**src/rtl/ap_ctrl_pkg.sv**
```systemverilog
// Shared types for the ap_ctrl_hs sequencer: FSM state encoding and latency type.
package ap_ctrl_pkg;

    localparam int DEF_CNT_W = 16;
    localparam int DEF_LAT_W = 32;

    typedef enum logic [1:0] {
        IDLE  = 2'd0,
        ISSUE = 2'd1,
        DRAIN = 2'd2,
        ERR   = 2'd3
    } seq_state_e;

    typedef logic [DEF_LAT_W-1:0] lat_t;

endpackage

```
**src/rtl/ts_fifo.sv**
```systemverilog
// Timestamp FIFO: holds the issue stamp of every outstanding transaction.
// Each slot also tracks whether the free-running stamp has lapped it, so the
// reader can tell an age of 2**W or more apart from a small modular difference.
module ts_fifo #(
    parameter int W    = 32,
    parameter int LOG2 = 1
) (
    input  logic           clock,
    input  logic           reset,
    input  logic           clear,
    input  logic           push,
    input  logic           pop,
    input  logic [W-1:0]   wdata,
    input  logic [W-1:0]   stamp_next,
    output logic [W-1:0]   rdata,
    output logic           rwrapped,
    output logic [LOG2:0]  count,
    output logic           full,
    output logic           empty
);

    localparam int DEPTH = 1 << LOG2;
    // Pointers are at least one bit wide; storage is sized to match them so
    // indexing stays width-clean even when only one slot is logically used.
    localparam int PW    = (LOG2 > 0) ? LOG2 : 1;
    localparam int SLOTS = 1 << PW;
    localparam int CW    = LOG2 + 1;

    logic [W-1:0]     mem [SLOTS];
    logic [SLOTS-1:0] valid;
    logic [SLOTS-1:0] wrapped;
    logic [PW-1:0]    wr_ptr;
    logic [PW-1:0]    rd_ptr;
    logic             push_ok;
    logic             pop_ok;

    function automatic logic [PW-1:0] bump(input logic [PW-1:0] p);
        return (p == PW'(DEPTH - 1)) ? '0 : p + PW'(1);
    endfunction

    assign full     = (count == CW'(DEPTH));
    assign empty    = (count == '0);
    assign push_ok  = push && (!full || pop);
    assign pop_ok   = pop && !empty;
    assign rdata    = mem[rd_ptr];
    assign rwrapped = wrapped[rd_ptr];

    // Pointer/occupancy bookkeeping plus per-slot lap detection.
    always_ff @(posedge clock) begin
        if (reset || clear) begin
            wr_ptr  <= '0;
            rd_ptr  <= '0;
            count   <= '0;
            valid   <= '0;
            wrapped <= '0;
        end else begin
            for (int i = 0; i < SLOTS; i++) begin
                if (valid[i] && (mem[i] == stamp_next)) begin
                    wrapped[i] <= 1'b1;
                end
            end
            if (pop_ok) begin
                valid[rd_ptr] <= 1'b0;
                rd_ptr        <= bump(rd_ptr);
            end
            if (push_ok) begin
                mem[wr_ptr]     <= wdata;
                valid[wr_ptr]   <= 1'b1;
                wrapped[wr_ptr] <= 1'b0;
                wr_ptr          <= bump(wr_ptr);
            end
            count <= count + CW'(push_ok) - CW'(pop_ok);
        end
    end

endmodule

```
**src/rtl/ap_ctrl_sequencer.sv**
```systemverilog
// Drives the ap_ctrl_hs handshake of a kernel for a programmed batch of
// invocations, counting issues/completions and measuring issue-to-done latency.
//
// Handshakes: a start is taken when ap_start && ap_ready are both high at a
// rising edge; a completion is taken when ap_done && ap_continue are both high
// at a rising edge and at least one transaction was outstanding before it.
module ap_ctrl_sequencer
    import ap_ctrl_pkg::*;
#(
    parameter int CNT_W    = 16,
    parameter int LAT_W    = 32,
    parameter int TIMEOUT  = 1000000,
    parameter int OUT_LOG2 = 1
) (
    input  logic             clock,
    input  logic             reset,
    input  logic             cfg_start,
    input  logic [CNT_W-1:0] cfg_num_txn,
    output logic             busy,
    output logic             finish,
    output logic             timeout_err,
    output logic             proto_err,
    output logic             ap_start,
    input  logic             ap_ready,
    input  logic             ap_done,
    output logic             ap_continue,
    output logic [CNT_W-1:0] txn_issued,
    output logic [CNT_W-1:0] txn_done,
    output logic [LAT_W-1:0] lat_last,
    output logic [LAT_W-1:0] lat_min,
    output logic [LAT_W-1:0] lat_max,
    output seq_state_e       dbg_state
);

    localparam int DEPTH = 1 << OUT_LOG2;
    localparam int OW    = OUT_LOG2 + 1;
    localparam int WD_W  = 32;

    seq_state_e       state;
    logic [CNT_W-1:0] num_q;
    logic [LAT_W-1:0] stamp;
    logic [LAT_W-1:0] head_stamp;
    logic [LAT_W-1:0] lat_now;
    logic             head_wrapped;
    logic             fifo_full;
    logic             fifo_empty;
    logic [OUT_LOG2:0] occ;
    logic [OUT_LOG2:0] occ_nx;
    logic [WD_W-1:0]  wd;
    logic             hs;
    logic             cmp;
    logic             wd_trip;
    logic [CNT_W-1:0] issued_nx;
    logic [CNT_W-1:0] done_nx;

    assign busy        = (state == ISSUE) || (state == DRAIN);
    assign ap_continue = busy;
    assign dbg_state   = state;

    assign hs        = ap_start && ap_ready && !fifo_full;
    assign cmp       = ap_done && ap_continue && !fifo_empty;
    assign issued_nx = txn_issued + CNT_W'(hs);
    assign done_nx   = txn_done + CNT_W'(cmp);
    assign occ_nx    = occ + OW'(hs) - OW'(cmp);
    assign lat_now   = head_wrapped ? '1 : (stamp - head_stamp);
    assign wd_trip   = (TIMEOUT != 0) && !(ap_ready || ap_done) &&
                       (wd == WD_W'(TIMEOUT - 1));

    ts_fifo #(
        .W    (LAT_W),
        .LOG2 (OUT_LOG2)
    ) u_ts_fifo (
        .clock      (clock),
        .reset      (reset),
        .clear      (!busy),
        .push       (hs),
        .pop        (cmp),
        .wdata      (stamp),
        .stamp_next (stamp + LAT_W'(1)),
        .rdata      (head_stamp),
        .rwrapped   (head_wrapped),
        .count      (occ),
        .full       (fifo_full),
        .empty      (fifo_empty)
    );

    // Free-running cycle stamp used to timestamp handshakes and completions.
    always_ff @(posedge clock) begin
        if (reset) begin
            stamp <= '0;
        end else begin
            stamp <= stamp + LAT_W'(1);
        end
    end

    // Batch FSM with registered handshake outputs, counters, latency and errors.
    always_ff @(posedge clock) begin
        if (reset) begin
            state       <= IDLE;
            num_q       <= '0;
            txn_issued  <= '0;
            txn_done    <= '0;
            ap_start    <= 1'b0;
            finish      <= 1'b0;
            timeout_err <= 1'b0;
            proto_err   <= 1'b0;
            lat_last    <= '0;
            lat_min     <= '1;
            lat_max     <= '0;
            wd          <= '0;
        end else begin
            finish <= 1'b0;
            if (busy) begin
                txn_issued <= issued_nx;
                txn_done   <= done_nx;
                wd         <= (ap_ready || ap_done) ? '0 : wd + WD_W'(1);
            end
            if (cmp) begin
                lat_last <= lat_now;
                if (lat_now < lat_min) lat_min <= lat_now;
                if (lat_now > lat_max) lat_max <= lat_now;
            end
            unique case (state)
                IDLE, ERR: begin
                    if (cfg_start) begin
                        if (cfg_num_txn != '0) begin
                            num_q       <= cfg_num_txn;
                            txn_issued  <= '0;
                            txn_done    <= '0;
                            lat_last    <= '0;
                            lat_min     <= '1;
                            lat_max     <= '0;
                            timeout_err <= 1'b0;
                            proto_err   <= 1'b0;
                            wd          <= '0;
                            ap_start    <= 1'b1;
                            state       <= ISSUE;
                        end else begin
                            finish <= 1'b1;
                            state  <= IDLE;
                        end
                    end
                end
                ISSUE: begin
                    if (wd_trip) begin
                        state       <= ERR;
                        ap_start    <= 1'b0;
                        timeout_err <= 1'b1;
                        finish      <= 1'b1;
                    end else if (issued_nx == num_q) begin
                        state    <= DRAIN;
                        ap_start <= 1'b0;
                    end else begin
                        // Drop start the cycle after the window fills.
                        ap_start <= (occ_nx < OW'(DEPTH));
                    end
                end
                DRAIN: begin
                    if (wd_trip) begin
                        state       <= ERR;
                        timeout_err <= 1'b1;
                        finish      <= 1'b1;
                    end else if (done_nx == num_q) begin
                        state  <= IDLE;
                        finish <= 1'b1;
                    end
                end
                default: state <= IDLE;
            endcase
            // A done with nothing outstanding is a kernel protocol violation.
            if (ap_done && fifo_empty) begin
                proto_err <= 1'b1;
            end
        end
    end

endmodule

```
**config.mk**
```make
export PLATFORM = sky130hd
export DESIGN_NAME = ap_ctrl_sequencer
export DESIGN_NICKNAME = d
export VERILOG_FILES = /design/src/rtl/ap_ctrl_pkg.sv /design/src/rtl/ts_fifo.sv /design/src/rtl/ap_ctrl_sequencer.sv
export SDC_FILE = /design/constraint.sdc
export NUM_CORES = 1
export LEC_CHECK = 0
export ABC_AREA = 1
export ABC_CLOCK_PERIOD_IN_PS = 5650
export CAP_MARGIN = 20
export CORE_ASPECT_RATIO = 0.8
export CORE_MARGIN = 1
export CORE_UTILIZATION = 50
export DETAILED_ROUTE_END_ITERATION = 16
export PLACE_DENSITY = 0.67
export SYNTH_ARGS = -nofsm -noshare
export SYNTH_HDL_FRONTEND = slang
export SYNTH_SLANG_ARGS = --single-unit
```
**constraint.sdc**
```tcl
create_clock -name clock -period 5.65 [get_ports clock]
set_clock_uncertainty 0.05 [all_clocks]
set_input_delay 1.13 -clock clock [delete_from_list [all_inputs] [get_ports clock]]
set_output_delay 1.13 -clock clock [all_outputs]
set_load 0.01 [all_outputs]
```
run_1/port_nets.png
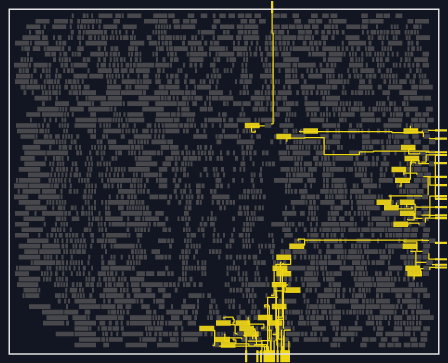
Key: yellow = lat_last [direction output, end cells 32, buffers 32, wire 1,080 um]
I/O pins: 157
IO buf count: 156

run_1/met3.png
Scale bar: 50 um.
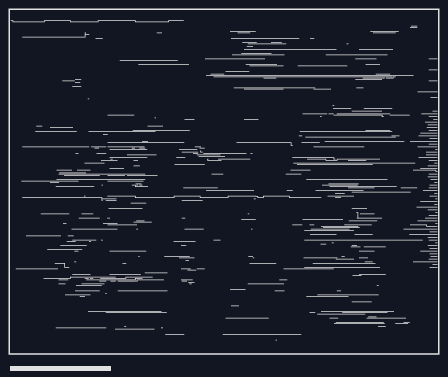
The longest straight run is 103 um. The layer holds 8.0% of the routed length.
met3 layer usage reported by global route: 4.47%
drt total wl: 53,000 um
DR vias: 17,200

==> flow_summary.ini, run 1 <==
; yosys + openroad results
[critical_path]
slowest_stage = o21ai_0
arrival_ps = 5620
crit_chain = buf_4, mux2i_1, ha_1, a21oi_1, a21boi_1, o21ai_1, nand3_1, nand3_1, o21ai_0, ha_1, nand2_1, nor4_1, nor4b_1, nand2_2, nand2_4, nand2_1, nand3_1
max_stage_delay_ps = 640
crit_family = simple AND/OR/NAND/NOR gates
crit_buf_inv = 1

[synthesis]
synth_top_area_share_pct = 25.3
yosys.area_share.xor_xnor_pct = 3.65
aoi_share_pct = 12.4
ys_sh_simple_pct = 31.7

[floorplan]
rows = 61
chip_area_sq_um = 36100
die_w_um = 212

[finish]
layout.cells.most_common = nand2_1
fin_util_pct = 59.7
final_cell_mix = 577 x nand2_1, 325 x nor2_1, 304 x inv_1, 222 x dfxtp_1, 204 x nand3_1
comb_share_pct = 47.2
finalNonFillerCells = 3154
regArea_sq_um = 6390
regMostFlops = u_ts_fifo.mem
buffer_area_share_pct = 8.24

[grt]
grt.busiest_layer = met1
grt_max_degree = 89

[sta]
rsz0062_at_grt = false
period_used_pct = 92.3
worstMarginPinSlew_ps = 998
fin_tns_setup_ps = 0
finalHoldViolations = 0
setup_violations = 0
slew_viol_final = 0
clock.fmax_mhz = 192

[routing]
post_drt_wl_per_cell_um = 16.8
route.met3.wl_um = 4240

[clock_network]
cts_buffers = 34
cts_tree = done
clock_latency_ps = 530
clkTransAtPathRegs_ps = 60
htreeDepth = 2
ctsLongestPathBuffers = 3

[power]
powerComb_w = 0.00135
p_clk_w = 0.00217

[placed_design]
postPlaceCellArea_sq_um = 19700
gp_congestion = 0.936
dp.cells = 3095

[worst_hold_path]
min_path_cells = 2

[status]
status = finished, final reports clean
run_1/final_placement.png
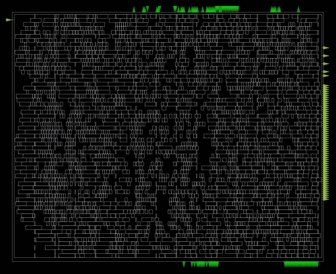
Flops: 287
Tap Cells: 472

run_1/met2.png
Cells faint in the background.
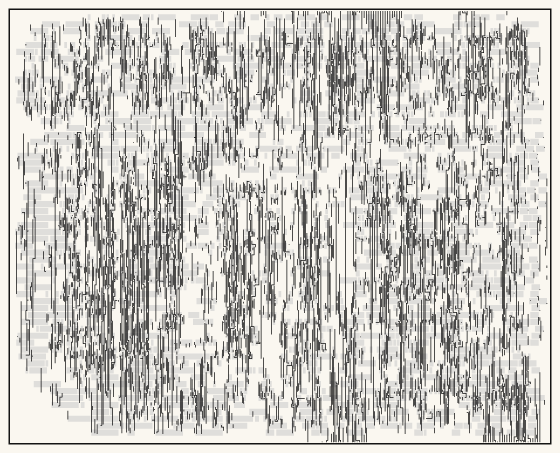
The layer carries 21.4 mm of wire. The longest straight run is 65.4 um. The layer holds 40% of the routed length. The wires run mostly vertical.
met2 Resource Use GR: 41.9%

==> run 2: changes to the inputs <==
Settings changed: ABC_AREA 1 to default.
run_2/met2.png
Cells faint in the background.
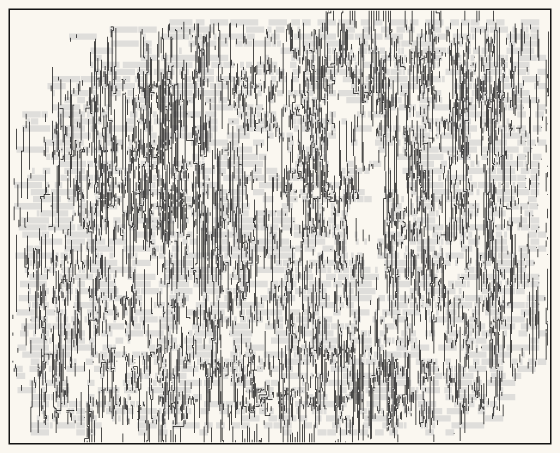
The wires run mostly vertical. The longest straight run is 52.0 um. The layer holds 38% of the routed length. 1,859 nets have wire on it.
met2 Resource Use GR: 39.8%
DR vias: 15,300
drt total wl: 52,100 um

==> run 2 against run 1 <==
Net effect:
- sequential cell count stayed put
- combinational power is 46% lower
- count of clock-buffer cells in the layout is 6 lower
- wire length is 1.7% lower
- synthesized area is 4.1% lower
- worst setup slack worse by 270 ps
- critical path type is now primary input to register
==> flow_summary.ini, run 2 <==
; yosys + openroad results
[critical_path]
arrival_ps = 5910
crit_family = simple AND/OR/NAND/NOR gates
crit_chain = clkdlybuf4s50_1, nand2_1, or2_2, inv_1, ha_1, ha_1, and3_1, o2111ai_1, nor4b_1, nand4_1, a2111o_1, a2111oi_2, o31ai_1, mux2_1
max_stage_delay_ps = 800
slowest_stage = a2111oi_2

[finish]
final_cell_mix = 249 x nor2_1, 222 x dfxtp_1, 155 x clkdlybuf4s50_1, 152 x nand2_1, 111 x inv_1
buffer_area_share_pct = 9.70
regMostFlops = u_ts_fifo.mem

[clock_network]
clock_latency_ps = 590
cts_buffers = 31
cts_tree = done
htreeDepth = 1

[power]
p_clk_w = 0.00209

[status]
status = finished, final reports clean

[placed_design]
postPlaceCellArea_sq_um = 19100
io_buffers = 156

[sta]
clock.fmax_mhz = 182
worstMarginPinSlew_ps = 1130
fin_tns_setup_ps = 0
setup_violations = 0
rsz0062_at_grt = false

[routing]
route.met3.wl_um = 5050
post_drt_wl_per_cell_um = 20.4

[synthesis]
ys_sh_simple_pct = 20.5
yosys.area_share.xor_xnor_pct = 10.4

[grt]
grt_max_degree = 70
globalRouteMet3Util_pct = 7.32

[floorplan]
num_tap_cells = 427
die_w_um = 208
==> run 3: changes to the inputs <==
Settings changed: ABC_CLOCK_PERIOD_IN_PS 5650 to 5170, CAP_MARGIN 20 to default.
Clock period 5.65 ns to 5.17 ns, I/O delays scaled along.
run_3/met3.png
Scale bar: 50 um.
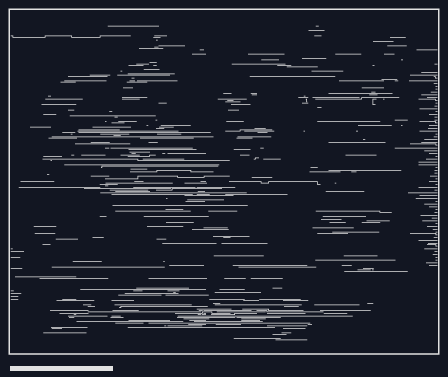
The wires run mostly horizontal. The layer carries 5,210 um of wire. The layer holds 9.9% of the routed length. The longest straight run is 84.6 um. 303 nets have wire on it.
met3 layer usage reported by global route: 7.03%
drt total wl: 52,600 um

==> run 3 against run 2 <==
Net effect:
- sequential share of layout area is 0.73 points lower
- global-route usage is 0.40 points lower
- sequential power is 9.1% higher
- clock power hardly changed
- critical endpoint unchanged
- register-to-register slack worse by 200 ps
- cell area is 2.3% higher
- count of clock-buffer cells in the layout is 8 higher
- first-iteration DRC count is 4.9% lower
==> flow_summary.ini, run 3 <==
; yosys + openroad results
[routing]
vias = 15500
route.met3.wl_um = 5210
post_drt_wl_per_cell_um = 20.3

[grt]
use_met2_pct = 38.8
grt_max_degree = 70

[sta]
fin_tns_setup_ps = 0
worstMarginPinSlew_ps = 1180
clock.fmax_mhz = 201
setup_violations = 0

[synthesis]
yosys.area_share.xor_xnor_pct = 10.4
edf_count = 64
synth_warnings = 0
ys_sh_simple_pct = 20.5
synth_top_area_share_pct = 26.4
topCellsByArea = dfxtp_1 26%, edfxtp_1 11%, ha_1 7.8%, nor2_1 5.5%, xnor2_1 5.0%

[clock_network]
clock-sinks = 287
clock_latency_ps = 570
cts_buffers = 30
ctsLongestPathBuffers = 3
htreeDepth = 1

[finish]
seq_share_pct = 31.1
flop-count = 287
nClkBuffers = 45
final_cell_mix = 247 x nor2_1, 222 x dfxtp_1, 155 x clkdlybuf4s50_1, 151 x nand2_1, 111 x inv_1
fillers = 2883
regMostFlops = u_ts_fifo.mem
area_delta_synth_final_pct = 21.3
buffer_area_share_pct = 11.1

[critical_path]
crit_chain = clkdlybuf4s50_1, nand2_1, or2_2, inv_1, ha_1, ha_1, and3_1, o2111ai_1, nor4b_1, nand4_1, a2111o_1, a2111oi_4, o31ai_1, mux2_1
crit_family = simple AND/OR/NAND/NOR gates
max_stage_delay_ps = 510
r2r_end = lat_min[24]
arrival_ps = 5390
slowest_stage = clkdlybuf4s50_1

[floorplan]
die_w_um = 208
num_tap_cells = 427

[worst_hold_path]
min_path_cells = 2
min_to = lat_last[18]

[power]
power_w = 0.00533
p_clk_w = 0.00211

[status]
status = finished, final reports clean

[placed_design]
postPlaceCellArea_sq_um = 19300
io_buffers = 156
Power is estimated from default activity; no workload was simulated.
